**src/rtl/arb_pkg.sv**
```systemverilog
// Shared types, encodings and helpers for the four-requester round-robin arbiter.
package arb_pkg;

   localparam int unsigned NUM_REQ = 4;
   localparam int unsigned IDX_W   = 2;
   localparam int unsigned CNT_W   = 4;
   localparam int unsigned ST_W    = 5;

   localparam logic [ST_W-1:0] ST_IDLE = 5'b00001;
   localparam logic [ST_W-1:0] ST_GNT0 = 5'b00010;
   localparam logic [ST_W-1:0] ST_GNT1 = 5'b00100;
   localparam logic [ST_W-1:0] ST_GNT2 = 5'b01000;
   localparam logic [ST_W-1:0] ST_GNT3 = 5'b10000;

   typedef struct packed {
      logic             valid;
      logic [IDX_W-1:0] idx;
   } rr_pick_t;

   // First requester after `last`, wrapping round so `last` itself is tried last.
   function automatic rr_pick_t rr_pick(input logic [IDX_W-1:0] last,
                                        input logic [NUM_REQ-1:0] req);
      rr_pick_t         pick;
      logic [IDX_W-1:0] k;
      pick = '0;
      for (int i = 1; i <= int'(NUM_REQ); i++) begin
         k = IDX_W'(last + IDX_W'(i));
         if (!pick.valid && req[k]) begin
            pick.valid = 1'b1;
            pick.idx   = k;
         end
      end
      return pick;
   endfunction

   function automatic logic [ST_W-1:0] grant_state(input logic [IDX_W-1:0] idx);
      return ST_W'(ST_GNT0 << idx);
   endfunction

endpackage

```
**src/rtl/state5_reg.sv**
```systemverilog
// One-hot five-state register; resets to IDLE.
module state5_reg
   import arb_pkg::*;
(
   input  logic            clk,
   input  logic            rst_n,
   input  logic [ST_W-1:0] nxt_state,
   output logic [ST_W-1:0] state
);

   always_ff @(posedge clk or negedge rst_n) begin
      if (!rst_n) state <= ST_IDLE;
      else        state <= nxt_state;
   end

endmodule

```
**src/rtl/rr_arb4_ctrl.sv**
```systemverilog
// Round-robin arbiter for four requesters with a bounded hold time and
// one mandatory IDLE turnaround cycle between owners.
module rr_arb4_ctrl
   import arb_pkg::*;
#(
   parameter int unsigned HOLD_MAX = 15
)(
   input  logic               clk,
   input  logic               rst_n,
   input  logic [NUM_REQ-1:0] req,
   input  logic               done,
   output logic [NUM_REQ-1:0] gnt,
   output logic               busy,
   output logic               timeout,
   output logic [ST_W-1:0]    state
);

   logic [ST_W-1:0]  nxt_state;
   logic [IDX_W-1:0] last, nxt_last;
   logic [CNT_W-1:0] cnt, nxt_cnt;
   logic             nxt_timeout;
   logic             own_req;
   logic             hold_hit;
   rr_pick_t         pick;

   state5_reg u_state (
      .clk       (clk),
      .rst_n     (rst_n),
      .nxt_state (nxt_state),
      .state     (state)
   );

   // Moore outputs taken straight from the state register.
   assign gnt  = state[ST_W-1:1];
   assign busy = |state[ST_W-1:1];

   // `last` always names the current owner while in a GRANT state.
   always_comb begin
      nxt_state   = state;
      nxt_last    = last;
      nxt_cnt     = cnt;
      nxt_timeout = 1'b0;
      pick        = rr_pick(last, req);
      own_req     = req[last];
      hold_hit    = (cnt == CNT_W'(HOLD_MAX));
      case (state)
         ST_IDLE: begin
            nxt_cnt = '0;
            if (pick.valid) begin
               nxt_state = grant_state(pick.idx);
               nxt_last  = pick.idx;
               nxt_cnt   = CNT_W'(1);
            end
         end
         ST_GNT0, ST_GNT1, ST_GNT2, ST_GNT3: begin
            if (done || !own_req || hold_hit) begin
               nxt_state   = ST_IDLE;
               nxt_cnt     = '0;
               nxt_timeout = hold_hit && !done && own_req;
            end else if (cnt != CNT_W'(HOLD_MAX)) begin
               nxt_cnt = cnt + CNT_W'(1);
            end
         end
         default: begin
            nxt_state = ST_IDLE;
            nxt_cnt   = '0;
         end
      endcase
   end

   always_ff @(posedge clk or negedge rst_n) begin
      if (!rst_n) begin
         last    <= IDX_W'(3);
         cnt     <= '0;
         timeout <= 1'b0;
      end else begin
         last    <= nxt_last;
         cnt     <= nxt_cnt;
         timeout <= nxt_timeout;
      end
   end

endmodule

```
**config.mk**
```make
export PLATFORM = sky130hd
export DESIGN_NAME = rr_arb4_ctrl
export DESIGN_NICKNAME = d
export VERILOG_FILES = /design/src/rtl/arb_pkg.sv /design/src/rtl/state5_reg.sv /design/src/rtl/rr_arb4_ctrl.sv
export SDC_FILE = /design/constraint.sdc
export NUM_CORES = 1
export LEC_CHECK = 0
export CORE_MARGIN = 1.5
export CORE_UTILIZATION = 30
export CTS_BUF_LIST = sky130_fd_sc_hd__clkbuf_16
export DETAILED_ROUTE_END_ITERATION = 8
export GPL_ROUTABILITY_DRIVEN = 0
export PLACE_DENSITY = 0.51
export SLEW_MARGIN = 40
export SYNTH_ARGS = -nofsm -noshare
export SYNTH_HDL_FRONTEND = slang
export SYNTH_SLANG_ARGS = --single-unit
```
**constraint.sdc**
```tcl
create_clock -name clk -period 3.8 [get_ports clk]
set_input_delay 0.57 -clock clk [delete_from_list [all_inputs] [get_ports clk]]
set_output_delay 0.57 -clock clk [all_outputs]
set_load 0.02 [all_outputs]
```
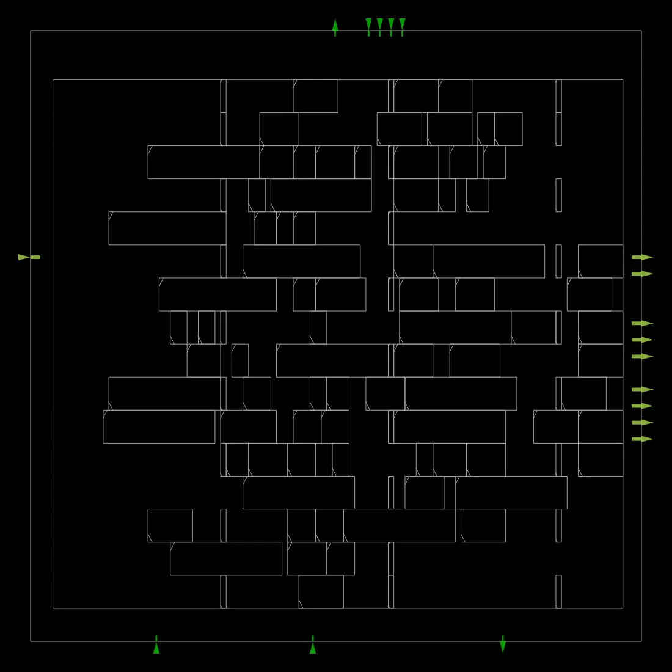
Fig. 1. Cell outlines without signal wires.
post-route non-filler standard cell count: 108
sequential cell area share: 33.1%

==> changes_impl.md <==
### Implementation results

- Main combinational cell family by area after synthesis: simple AND/OR/NAND/NOR gates
- Die W: a little over 50 um
- Worst slack on hold paths: 0.545 ns
- Register bit total from synthesis: 12
- DP HPWL: 1.02 mm
- Total wire length: between 1 and 1.5 mm
- Result of the run: complete, no violations
- Worst setup SP type: flip-flop
- Number of warnings printed during yosys synthesis: 0
- Root buffer cell: clkbuf_16
- Comb. cell area: about 320 um^2
- Grt ovf: 0
- Arrival time of data at the critical path endpoint: 1.81 ns
- Core Rows: 16
- Hold Fails Final Rpt: 0
- Avg Vias per Cell: 4.99
- Setup-failing EPs final: 0
- Number of antenna violations at the first check in global routing: 0
- Maximum clock path buffer count: 2
- Power spent charging and discharging nets: approximately 0.32 mW
- Max-cap violation count: 0
- Total via count in the routed design: 539
- Post-Syn Instances: approximately 65
- Area of all sequential standard cells: 304 um^2
- Crit-path slowest cell: or4_4
- Crit Path Category: reg2out
- Sequential group share of total power: around 30%
- Peak VDD IR: between 0.4 and 0.5 mV
- Post-Synthesis Net Count: 73
- Number of warnings the tools reported: 26
- Path type of the worst min-delay path: reg2reg
- Clock-pin slew on the worst setup and hold paths: ~0.040 ns
- Count of pins over their slew limit: 0
- Adder-Cell Fraction of Synth Area: 1.87%
- Comb power frac: between 40% and 50%
- Critical-path cell list: or4_4 -> clkdlybuf4s50_1
- Post-cts sizing count: 0
- Average cell area after synthesis: roughly 10 um^2
- Dpl cell area: 840 um^2
- Area fraction in and, or, nand and nor cells: a little under a quarter
- Clock network fraction of design power: between 20% and 30%
- Clock period minus worst slack: 2.38 ns
- Share of final-layout standard cells stronger than drive strength 1: approximately 11%
- Transition time at the pin with the least slew margin: between 0.6 and 0.7 ns
- Power density relative to cell area: 907 nW/um^2
- Number of post-CTS setup repair buffers: 0
- Static leakage power: 0.397 nW
- Max incr delay on CP: between 0.5 and 0.6 ns
- Routed WL per cell: ~12 um
- Die area: about 2500 um^2
- Int Pwr: around 0.52 mW
- Count of library flops with an enable pin: 0
- Number of global-route vias before repair: 495
- Nets@finish: approximately 90
- Number of nets with antenna violations after detailed routing: 0
- Number of ports placed on the die boundary: 18
- Endpoint required time on the critical path: between 3 and 4 ns
- RSZ-0062 raised after global routing: false
- Number of hold buffers added after cts: 0
- Area fraction in compound gates: between 10% and 20%
- Final core utilization: 45.0%
- Dominant synthesized flop cell: dfrtp_1
- Die outline height: around 50 um
- Area growth from synthesis to final layout: 36.9%
- Total clock buffers created by CTS: 3
- Maximum clock frequency: roughly 420 MHz
- Area fraction in mux cells: 4.85%
- Max_slew headroom: a little under three fifths
- Yosys stat chip area: about 670 um^2
- Post-synthesis share of cell area spent on xor and xnor gates: 3.92%
- Core Footprint: approximately 2000 um^2
- Global-route wire length before repair: 2.26 mm
- Number of levels in the clock H-tree: 1
- Largest net degree at the start of global routing: 13
- Initial DRT Pass Iterations: 4
- TritonCTS clock tree: built
- Number of diodes added for antenna fixing: 0
- Critical path endpoint category: output pin
- Count of buffers inserted at the top-level ports: 17
- Clock Latency Late Sink: roughly 0.24 ns
- Post-route fraction of the period consumed by the critical path: around 63%
- GRT Total Usage: around an eighth
- Residual DRC count: 0
- Synthesized cell area: 671 um^2
- Unique cell type count in the Yosys netlist: 30
- Filler cell count: ~220
- Number of sinks handled by clock tree synthesis: 12
- Worst-path maximum fanout: 7
- Final Skew: between 0.004 and 0.005 ns
- 1st-iter DRT viols: 11
- Fraction of registers with async set or reset after synthesis: 100%
- Largest delay share family, worst path: simple AND/OR/NAND/NOR gates
- Switching share of power: about two fifths
- Buffering stage count on the worst path with inverters included: 1
- Starting utilization of the core area: 32.8%
- Yosys stat cell total: 65
- Sequential element share of the synthesized area: a little under half
- Total Negative Setup Slacks: 0 ns
- Final instance area: 918 um^2
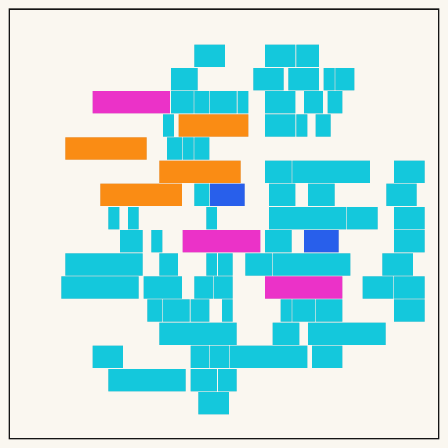
Fig. 2. Drive-strength map.
| size | color | cells | share |
|---|---|---|---|
| drive 2 | orange | 4 | 4.9% |
| drive 1 or less | cyan | 72 | 89% |
| drive 6 and up | magenta | 3 | 3.7% |
| drive 3 to 4 | blue | 2 | 2.5% |

cell families (layout without fill, tap and decap cells):
| group | Yosys count | after routing |
|---|---|---|
| compound gates | 14 | 14 |
| flops | 12 | 12 |
| fa+ha+maj | 1 | 1 |
| buf+inv | 7 | 23 |
| simple gates | 26 | 26 |
| xor+xnor | 3 | 3 |
| mux | 2 | 2 |
cells in the final DEF, fill, tap and decap left out, types with 3 or more instances in the layout:
cell	instances
and3_1	3
dfrtp_1	9
xor2_1	3
clkdlybuf4s50_1	17
clkbuf_16	3
dfstp_2	3
nor2_1	7
a21oi_1	3
o2bb2ai_1	4
state kept, by name, summed over array words and instances (netlist names):
name and flops:
last 2, timeout 1, cnt 4, u_state.state 5
power groups by stage:
stage,Clock (mW),Combinational (mW),Sequential [mW]
final,0.191,0.394,0.249
after CTS,0.197,0.397,0.251
after floorplan,0,0.256,0.256
after global routing,0.203,0.429,0.260
after detailed placement,0,0.396,0.251
after global placement,0,0.399,0.251
synth_stat cells (all sizes together), types with 2 or more instances:
cell type / n / share of area (%)
a211oi: 2 / 2.2
a21oi: 3 / 2.2
and3: 3 / 2.8
buf: 5 / 5.2
dfrtp: 9 / 34
dfstp: 3 / 12
inv: 2 / 1.1
nand2: 2 / 1.1
nor2: 7 / 3.9
nor3: 2 / 1.5
nor4b: 2 / 2.6
o21ai: 2 / 1.5
o2bb2ai: 4 / 5.2
or4: 2 / 3.4
xor2: 3 / 3.9
area by class of cell:
cell class	instances	share of cell area, %
clock buffers	3	8.17
flip-flops and latches	12	33.1
clock inverters	1	0.409
multi-input cells	46	35.3
inverters	2	0.817
well taps	27	3.68
repair buffers	17	18.5
path summary, 6_finish.rpt:
kind / depth (start not counted) / startpoint / to / slack, ns
min in group asynchronous: 1 / rst_n / cnt[2]$_DFFE_PN0P_ / 0.68
min: 2 / last[0]$_DFFE_PN1P_ / last[0]$_DFFE_PN1P_ / 0.55
max in group asynchronous: 1 / rst_n / last[1]$_DFFE_PN1P_ / 2.74
min reg2reg: 2 / last[0]$_DFFE_PN1P_ / last[0]$_DFFE_PN1P_ / 0.55
max: 2 / u_state.state[2]$_DFFE_PN0P_ / busy / 1.42
max reg2reg: 3 / u_state.state[2]$_DFFE_PN0P_ / u_state.state[4]$_DFFE_PN0P_ / 1.98
worst min-delay path: stages, from the launching register on:
cell     delay (ns)
dfstp_2        0.39
nor2_1         0.10
a21oi_1        0.05
layer usage:
metal | wire [um] | vias up | track usage (%)
met2 | 627 | 12 | 18.6
met4 | 13 | 0 | 5.56
met3 | 60 | 2 | 4.46
met1 | 610 | 254 | 15.1
li1 | - | 271 | -
met5 | 0 | - | 0
stage by stage:
stage / instances / total power [mW] / worst slack, ns
2_1_floorplan: 65 / 0.512 / 1.95
3_5_place_dp: 104 / 0.647 / 1.51
5_1_grt: 108 / 0.892 / 1.39
6_report: 108 / 0.833 / 1.42
4_1_cts: 108 / 0.844 / 1.42
3_3_place_gp: 104 / 0.649 / 1.56
Power figures rest on the tool's default switching activity, not on a simulated workload.
